==> config.mk <==
export PLATFORM = sky130hd
export DESIGN_NAME = phy_rx_lanes_deskew
export DESIGN_NICKNAME = d
export VERILOG_FILES = /design/src/rtl/phy_rx_lanes_deskew.sv
export SDC_FILE = /design/constraint.sdc
export NUM_CORES = 1
export LEC_CHECK = 0
export ABC_AREA = 1
export ABC_CLOCK_PERIOD_IN_PS = 2400
export CAP_MARGIN = 25
export CORE_MARGIN = 2
export CORE_UTILIZATION = 45
export DETAILED_ROUTE_END_ITERATION = 10
export SETUP_SLACK_MARGIN = 0.1
export SYNTH_ARGS = -nofsm -noshare
export SYNTH_HDL_FRONTEND = slang
export SYNTH_SLANG_ARGS = --single-unit
==> constraint.sdc <==
create_clock -name clk_32f -period 2.4 [get_ports clk_32f]
set_input_delay 0.36 -clock clk_32f [delete_from_list [all_inputs] [get_ports clk_32f]]
set_output_delay 0.36 -clock clk_32f [all_outputs]
set_load 0.02 [all_outputs]
Track usage over the die:
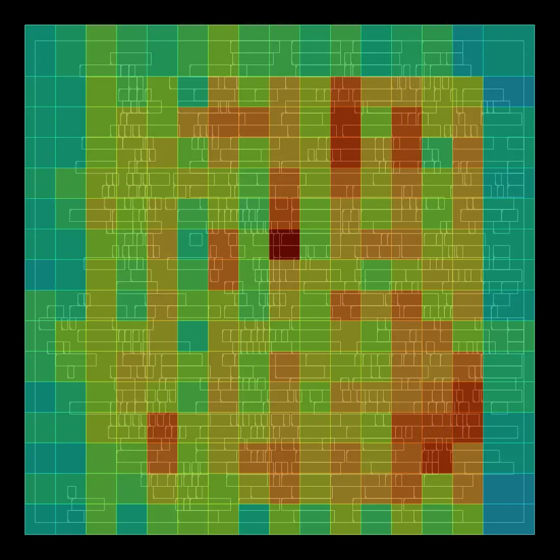
GR Layer Usage met2: 27.69%
met3 global-route usage: 5.746%
final core utilization: 55.92%
Avg WL per Cell: 14.36 um
met1 usage: 24.58%

Logic cells by family:
Scale: 3 px per um.
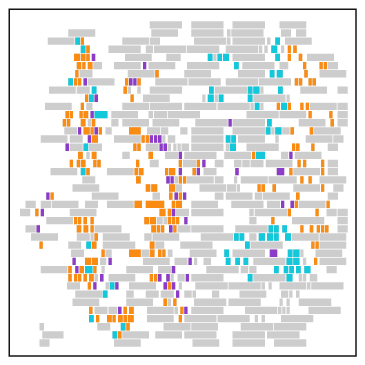
| family | colour | cells | most used |
|---|---|---|---|
| inverters | purple | 53 | inv_1 |
| NAND gates | orange | 172 | nand2_1 |
| inverting AOI/OAI gates | cyan | 65 | o21ai_0 |
logic share of the area: 26.17%
Top cell excl fill/tap: nand2_1
Finished Layout Cells: 739

==> reports/summary.txt <==
leading area contributor after synthesis -> edfxtp_1
GR Overflow Total -> 0
comb area leader -> simple AND/OR/NAND/NOR gates
largest cell class by area -> flip-flops and latches
GRT Overall Usage -> 18.23%
tool warnings -> 38
top-count cell post-synth -> nand2_1
clock buffers -> 18
status -> complete, no violations
Placement Setup Slack -> 217.0 ps
max reg flops -> 64
CP endpoint kind -> flop
area of the multi-input gates -> 0.001758 mm^2
setup TNS -> 0 ps
number of global-route vias before repair -> 3634
Post-synth regs -> 128
yosys aoi share -> 6.465%
Hold Fails Final Rpt -> 0
peak supply drop -> 0.0004908 V
clock sink count -> 128
asr flop ratio synth -> 50.00%
RSZ-0062 raised after global routing -> no
post-route cell area -> 0.006716 mm^2
drt drc -> 0
Synth Area in XOR/XNOR -> 1.262%
drt via density -> 4.908
number of enable flip-flop cells -> 64
non-clock buffer share of cell area -> 6.185%
CTS tree -> yes
die extent in y -> 115.1 um
DR pass1 iterations -> 4
worst-path maximum fanout -> 10
PwrDens -> 837.7 mW/mm^2
dpl cell area -> 0.006040 mm^2
clock buffer depth -> 2
Worst-path clk slew -> 50 ps
clk ins delay skew pair -> 410 ps
Simple Share, Synth -> 17.62%
Fin Hold WS -> 476.1 ps
Synth cell types -> 27
gpl congestion -> 0.8452
mux share -> 0%
via count -> 3627
Commonest flop -> edfxtp_1
Yosys top cell area share -> 34.60%
routing by layer:
layer	GRT usage, %	vias up	share of wire [%]
li1	-	1842	-
met1	24.58	1689	48
met2	27.69	79	46
met3	5.746	17	4.3
met4	7.229	0	1.5
met5	0	-	0
critical path: stages (launching register included):
cell	delay [ps]
dfrtp_1	390
clkinvlp_4	220
ha_1	350
nand2_1	70
nand2_1	60
nor2_1	130
nor2_2	60
nand2_2	110
nand2_4	80
nor2_1	90
buf_4	190
what timing repair did:
item,in CTS,in global routing
endpoints found under the hold margin,64,0
setup endpoints to repair,0,83
resized,0,3
hold buffers,1,0
buffers inserted,0,4
power breakdown:
part / switching, uW / leakage, uW / total (uW) / internal (uW)
Sequential: 89.0 / 0.00141 / 2490 / 2400
Clock: 934 / 0.000290 / 2690 / 1760
Combinational: 285 / 0.00129 / 446 / 161
No activity file was given, so power comes from the tool's default toggle rates.
